## src/rtl/prach_buffer_pkg.sv

```systemverilog
// Shared constants and helpers for the single-clock PRACH CP buffer.
package prach_buffer_pkg;

  localparam int AFULL_MARGIN = 4;

  function automatic int ptr_w(input int depth);
    return (depth > 1) ? $clog2(depth) : 1;
  endfunction

endpackage

```

## src/rtl/prach_buffer_sdpram.sv

```systemverilog
// Simple dual-port RAM: one synchronous write port, one asynchronous read port, no reset.
module prach_buffer_sdpram
  import prach_buffer_pkg::*;
#(
  parameter int WIDTH = 144,
  parameter int DEPTH = 16
) (
  input  logic                      clk_i,
  input  logic                      wr_en_i,
  input  logic [ptr_w(DEPTH)-1:0]   wr_addr_i,
  input  logic [WIDTH-1:0]          wr_data_i,
  input  logic [ptr_w(DEPTH)-1:0]   rd_addr_i,
  output logic [WIDTH-1:0]          rd_data_o
);

  logic [WIDTH-1:0] mem_q [DEPTH];

  always_ff @(posedge clk_i) begin
    if (wr_en_i) begin
      mem_q[wr_addr_i] <= wr_data_i;
    end
  end

  assign rd_data_o = mem_q[rd_addr_i];

endmodule

```

## src/rtl/prach_buffer_cp_sfifo.sv

```systemverilog
// Single-clock show-ahead FIFO for the PRACH CP path with fill level, almost-full and flush.
// Define PRACH_BUFFER_CP_SFIFO_OREG_EN to feed rd_data/rd_valid from a one-entry prefetch register.
module prach_buffer_cp_sfifo
  import prach_buffer_pkg::*;
#(
  parameter int WIDTH        = 144,
  parameter int DEPTH        = 16,
  parameter int AFULL_THRESH = DEPTH - AFULL_MARGIN
) (
  input  logic                    clk,
  input  logic                    rst,
  input  logic                    flush,
  input  logic                    wr_valid,
  input  logic [WIDTH-1:0]        wr_data,
  output logic                    wr_ready,
  output logic [WIDTH-1:0]        rd_data,
  output logic                    rd_valid,
  input  logic                    rd_ready,
  output logic [ptr_w(DEPTH):0]   level,
  output logic                    almost_full
);

  localparam int PW = ptr_w(DEPTH);
  localparam int LW = PW + 1;
  localparam logic [LW-1:0] FULL_LVL  = LW'(DEPTH);
  localparam logic [LW-1:0] AFULL_LVL = LW'(AFULL_THRESH);

  logic [PW-1:0]    wptr_q, wptr_d;
  logic [PW-1:0]    rptr_q, rptr_d;
  logic [LW-1:0]    level_q, level_d;
  logic             afull_q, afull_d;
  logic             wr_en, rd_en, ram_rd_en;
  logic [WIDTH-1:0] ram_rdata;

  assign wr_ready = ~rst & ~flush & (level_q != FULL_LVL);
  assign wr_en    = wr_valid & wr_ready;
  assign rd_en    = rd_valid & rd_ready;

  prach_buffer_sdpram #(
    .WIDTH (WIDTH),
    .DEPTH (DEPTH)
  ) u_ram (
    .clk_i     (clk),
    .wr_en_i   (wr_en),
    .wr_addr_i (wptr_q),
    .wr_data_i (wr_data),
    .rd_addr_i (rptr_q),
    .rd_data_o (ram_rdata)
  );

`ifdef PRACH_BUFFER_CP_SFIFO_OREG_EN
  logic             pf_vld_q, pf_vld_d;
  logic [WIDTH-1:0] pf_dat_q, pf_dat_d;
  logic             ram_has;

  // level includes the prefetch entry, so the RAM holds level minus that entry
  assign ram_has   = level_q > LW'(pf_vld_q);
  assign ram_rd_en = ram_has & (~pf_vld_q | rd_en) & ~flush;
  assign rd_valid  = pf_vld_q & ~flush;
  assign rd_data   = pf_dat_q;

  always_comb begin
    pf_vld_d = pf_vld_q;
    pf_dat_d = pf_dat_q;
    if (flush) begin
      pf_vld_d = 1'b0;
    end else if (ram_rd_en) begin
      pf_vld_d = 1'b1;
      pf_dat_d = ram_rdata;
    end else if (rd_en) begin
      pf_vld_d = 1'b0;
    end
  end

  always_ff @(posedge clk or posedge rst) begin
    if (rst) begin
      pf_vld_q <= 1'b0;
      pf_dat_q <= '0;
    end else begin
      pf_vld_q <= pf_vld_d;
      pf_dat_q <= pf_dat_d;
    end
  end
`else
  assign ram_rd_en = rd_en;
  assign rd_valid  = (level_q != '0) & ~flush;
  assign rd_data   = ram_rdata;
`endif

  always_comb begin
    wptr_d  = wptr_q;
    rptr_d  = rptr_q;
    level_d = level_q;
    if (flush) begin
      wptr_d  = '0;
      rptr_d  = '0;
      level_d = '0;
    end else begin
      if (wr_en)     wptr_d = wptr_q + PW'(1);
      if (ram_rd_en) rptr_d = rptr_q + PW'(1);
      case ({wr_en, rd_en})
        2'b10:   level_d = level_q + LW'(1);
        2'b01:   level_d = level_q - LW'(1);
        default: level_d = level_q;
      endcase
    end
    afull_d = (level_d >= AFULL_LVL);
  end

  always_ff @(posedge clk or posedge rst) begin
    if (rst) begin
      wptr_q  <= '0;
      rptr_q  <= '0;
      level_q <= '0;
      afull_q <= 1'b0;
    end else begin
      wptr_q  <= wptr_d;
      rptr_q  <= rptr_d;
      level_q <= level_d;
      afull_q <= afull_d;
    end
  end

  assign level       = level_q;
  assign almost_full = afull_q;

endmodule

```

## config.mk

```make
export PLATFORM = sky130hd
export DESIGN_NAME = prach_buffer_cp_sfifo
export DESIGN_NICKNAME = d
export VERILOG_FILES = /design/src/rtl/prach_buffer_pkg.sv /design/src/rtl/prach_buffer_sdpram.sv /design/src/rtl/prach_buffer_cp_sfifo.sv
export SDC_FILE = /design/constraint.sdc
export NUM_CORES = 2
export LEC_CHECK = 0
export CORE_ASPECT_RATIO = 1.1
export CORE_UTILIZATION = 55
export CTS_CLUSTER_SIZE = 24
export DETAILED_ROUTE_END_ITERATION = 6
export PLACE_DENSITY = 0.77
export SETUP_SLACK_MARGIN = 0.3
export SYNTH_ARGS = -nofsm -noshare
export SYNTH_HDL_FRONTEND = slang
export SYNTH_SLANG_ARGS = --single-unit
export TNS_END_PERCENT = 10
```

## constraint.sdc

```tcl
create_clock -name clk -period 11.65 [get_ports clk]
set_clock_uncertainty 0.2 [all_clocks]
set_input_delay 1.7475 -clock clk [delete_from_list [all_inputs] [get_ports clk]]
set_output_delay 1.7475 -clock clk [all_outputs]
set_load 0.005 [all_outputs]
```

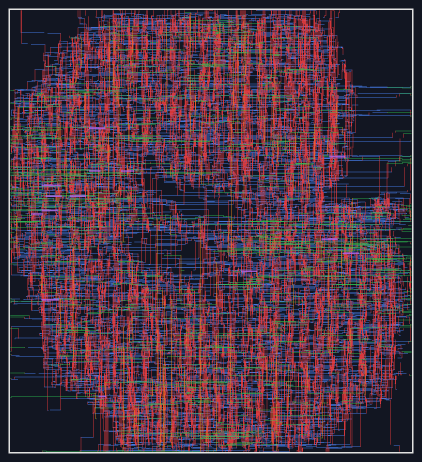
(images/wires.png)
red -> metal 2  # wire length 98.1 mm
purple -> metal 5  # wire length 178 µm
blue -> metal 1  # wire length 77.3 mm
green -> metal 3  # wire length 16000 µm
orange -> metal 4  # wire length 4670 µm
vias: 39200
overall routed net length: 196000 µm
GRT Util Overall: 24.9%
Avg WL per Cell: 32.4 µm

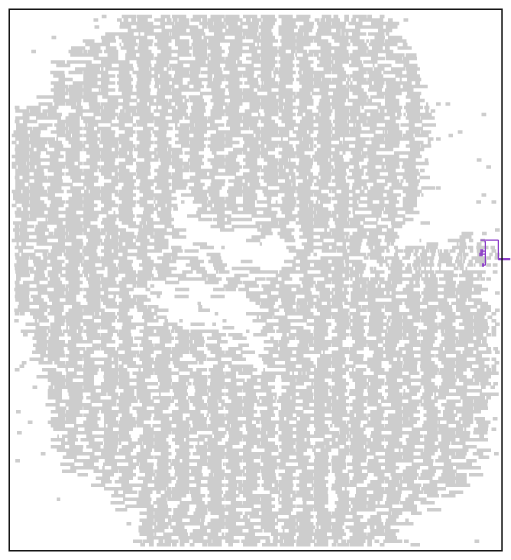
(images/io_fan.png)
purple -> rst  # bits 1, direction input, end cells 3, buffers 1, wire 57.0 µm
IO Pins: 301
port buffer count: 300

==> impl_metrics.env <==
# implementation run metrics
export IMPL_syn_mean_instance_area_um2=25.8
export IMPL_min_period_ps=7090
export IMPL_crit_chain="buf_4, buf_4, mux4_2, mux4_2, clkdlybuf4s50_1"
export IMPL_dpl_cell_count=5651
export IMPL_seqPwrFrac_pct=54.0
export IMPL_cts_tree="done"
export IMPL_min_path_type="reg2reg"
export IMPL_cts_sink_count=2318
export IMPL_async_flop_share_pct=0.604
export IMPL_htreeDepth=4
export IMPL_postPlaceCellArea_mm2=0.0928
export IMPL_p_comb_share_pct=5.7
export IMPL_power_mw=17.1
export IMPL_slew_violations=0
export IMPL_postCtsHoldBufs=0
export IMPL_grt_max_degree=159
export IMPL_net_switching_power_mw=3.49
export IMPL_setup_slack_ps=4560
export IMPL_die_x_um=382
export IMPL_pre_cts_slack_ps=4810
export IMPL_die_h_um=420
export IMPL_cts_setup_buffers=0
export IMPL_peakVddDrop_v=0.000144
export IMPL_timing_final_crit_share_pct=60.9
export IMPL_antenna_found_initial=33
export IMPL_chipArea_mm2=0.160
export IMPL_ctsResizeCount=0
export IMPL_ys_flop_type="edfxtp_1"
export IMPL_intPower_mw=13.6
export IMPL_synth_cell_types=37
export IMPL_grt_remaining_overflow=0
export IMPL_dp_hpwl_um=97300
export IMPL_max_freq_ghz=0.141
export IMPL_clk_latency_ps=840
export IMPL_viasPerCell=6.46
export IMPL_ys_seq_share_pct=79.6
export IMPL_cp_max_fo=43
export IMPL_cts_buffer_depth=3
export IMPL_synth_seq_cells=2318
export IMPL_powerDensity_mw_per_mm2=171
export IMPL_cp_num_buf_inv=3
export IMPL_fp_row_count=152
export IMPL_fill_cells=9799
export IMPL_status="finished clean"
export IMPL_firstDrtPassIters=5
export IMPL_stdcell_count=6060
export IMPL_warning_count=57
export IMPL_yosys_area_mm2=0.0873
export IMPL_numCtsBuffers=211
export IMPL_worst_pin_slew_ps=1250
export IMPL_cp_arrival_ps=5140
export IMPL_worst_path_max_delay_cell="dfrtp_4"
export IMPL_pwr_share_clk_pct=40.3
export IMPL_coreArea_mm2=0.157
export IMPL_finalHoldViolations=0
export IMPL_final_net_count=3941
export IMPL_clk_pin_slew_worst_paths_ps=60
export IMPL_lay_top_cells="edfxtp_1 (2304), mux4_2 (696), clkdlybuf4s50_1 (300), clkbuf_16 (215), clkinv_1 (51)"
export IMPL_drive_gt1_share_pct=27.5
export IMPL_ys_warnings_count=0
export IMPL_synth_cell_area_mm2=0.0873
export IMPL_endpoint_kind="output pin"
export IMPL_setup_viol=0
export IMPL_drt_iter0_drc=4467
export IMPL_initial_utilization_pct=55.6
export IMPL_layout_top_cell="edfxtp_1"
export IMPL_rsz0062_at_grt="false"
export IMPL_drc=0
export IMPL_p_leak_nw=29.7
export IMPL_path_delay_family="buffers and inverters"
export IMPL_netlist_instances=3387
export IMPL_fp_nets=3543
export IMPL_fin_area_mm2=0.0997
export IMPL_area_growth_pct=14.2
export IMPL_gp_congestion=0.748
export IMPL_switching_share_pct=20.4
export IMPL_ys_cells=3387
export IMPL_cap_violations=0
export IMPL_crit_required_ps=9700
export IMPL_grt_pass1_vias=40700
export IMPL_grt_pass1_wl_um=285000
export IMPL_cpPeakStageDelay_ps=920
export IMPL_path_class="reg2out"
export IMPL_cts_root_buffer="clkbuf_16"
export IMPL_relSlewSlack_pct=16.6
export IMPL_synth_edff_count=2304
export IMPL_finalSetupTns_ps=0
export IMPL_crit_path_start_kind="register"
export IMPL_final_antenna_net_count=0
## layer usage
metal | track usage [%] | wire [µm] | share of wire [%]
met1 | 34.7 | 77300 | 39
met2 | 40.4 | 98100 | 50
met3 | 5.18 | 16000 | 8.1
met4 | 6.90 | 4670 | 2.4
met5 | 0 | 177 | 0.090
## power by group through the flow
stage	clock [mW]	sequential [mW]	combinational (mW)
after floorplan	0	9.38	0.588
after global placement	0	9.39	0.966
after detailed placement	0	9.39	0.978
after CTS	6.97	9.21	0.989
after global routing	7.27	9.21	1.04
final	6.88	9.21	0.969
## Yosys cell counts (6+ instances only)
master,n,area share (%)
a21oi_1,30,0.17
and2_1,17,0.12
nand2_1,8,0.034
dfrtp_1,14,0.40
clkbuf_1,101,0.43
inv_1,8,0.034
a211oi_1,25,0.21
nor2b_1,25,0.18
nor2_1,14,0.060
mux2i_1,25,0.29
xnor2_1,6,0.060
ha_1,7,0.10
buf_2,56,0.32
edfxtp_1,2304,79
buf_1,16,0.069
mux4_2,696,18
## layout make-up
cell class	instances	area (µm²)	share of cell area (%)
Multi-Input combinational cell	885	17000	17.1
Clock inverter	146	1370	1.37
Sequential cell	2318	69600	69.7
Timing Repair Buffer	361	3600	3.61
Tap cell	2079	2600	2.61
Antenna cell	13	32.5	0.0326
Clock buffer	250	5510	5.53
Inverter	8	30.0	0.0301
## through the flow
| step | utilization (%) | hold slack [ps] |
|---|---|---|
| finish | 63.6 | 427 |
| global route | 63.6 | 448 |
| CTS | 63.5 | 423 |
| detailed placement | 59.2 | 406 |
| global placement | 59.2 | 418 |
| floorplan | - | 353 |
## cells by family after synthesis
family	count (synthesis)	synth area share, %
compound gates	65	0.490
simple gates	81	0.522
buf+inv	184	0.893
fa+ha+maj	7	0.100
xor+xnor	11	0.110
flops	2318	79.6
mux	721	18.2
## state kept, by name, indices dropped and copies added, names as in the netlist
| register | flops |
|---|---|
| rptr_q | 4 |
| u_ram.mem_q | 2304 |
| wptr_q | 4 |
| level | 5 |
| almost_full | 1 |
## worst min-delay path, cell delays in order, from the launching register on
cell and delay, ps:
dfrtp_1 430, nand2_1 90, a21oi_1 70
## path summary, 6_finish.rpt
| path | start | endpoint | slack [ps] | cells after the start |
|---|---|---|---|---|
| max in group asynchronous | rst | rptr_q[0]$_DFFE_PP0P_ | 9680 | 2 |
| hold reg to reg | wptr_q[1]$_DFFE_PP0P_ | wptr_q[1]$_DFFE_PP0P_ | 430 | 2 |
| min in group asynchronous | rst | almost_full$_DFF_PP0_ | 1140 | 2 |
| hold / removal | wptr_q[1]$_DFFE_PP0P_ | wptr_q[1]$_DFFE_PP0P_ | 430 | 2 |
| setup / recovery | rptr_q[0]$_DFFE_PP0P_ | rd_data[15] | 4560 | 5 |
| setup reg to reg | level[2]$_DFF_PP0_ | u_ram.mem_q[11][63]$_DFFE_PP_ | 6530 | 9 |
No activity file was given, so power comes from the tool's default toggle rates.
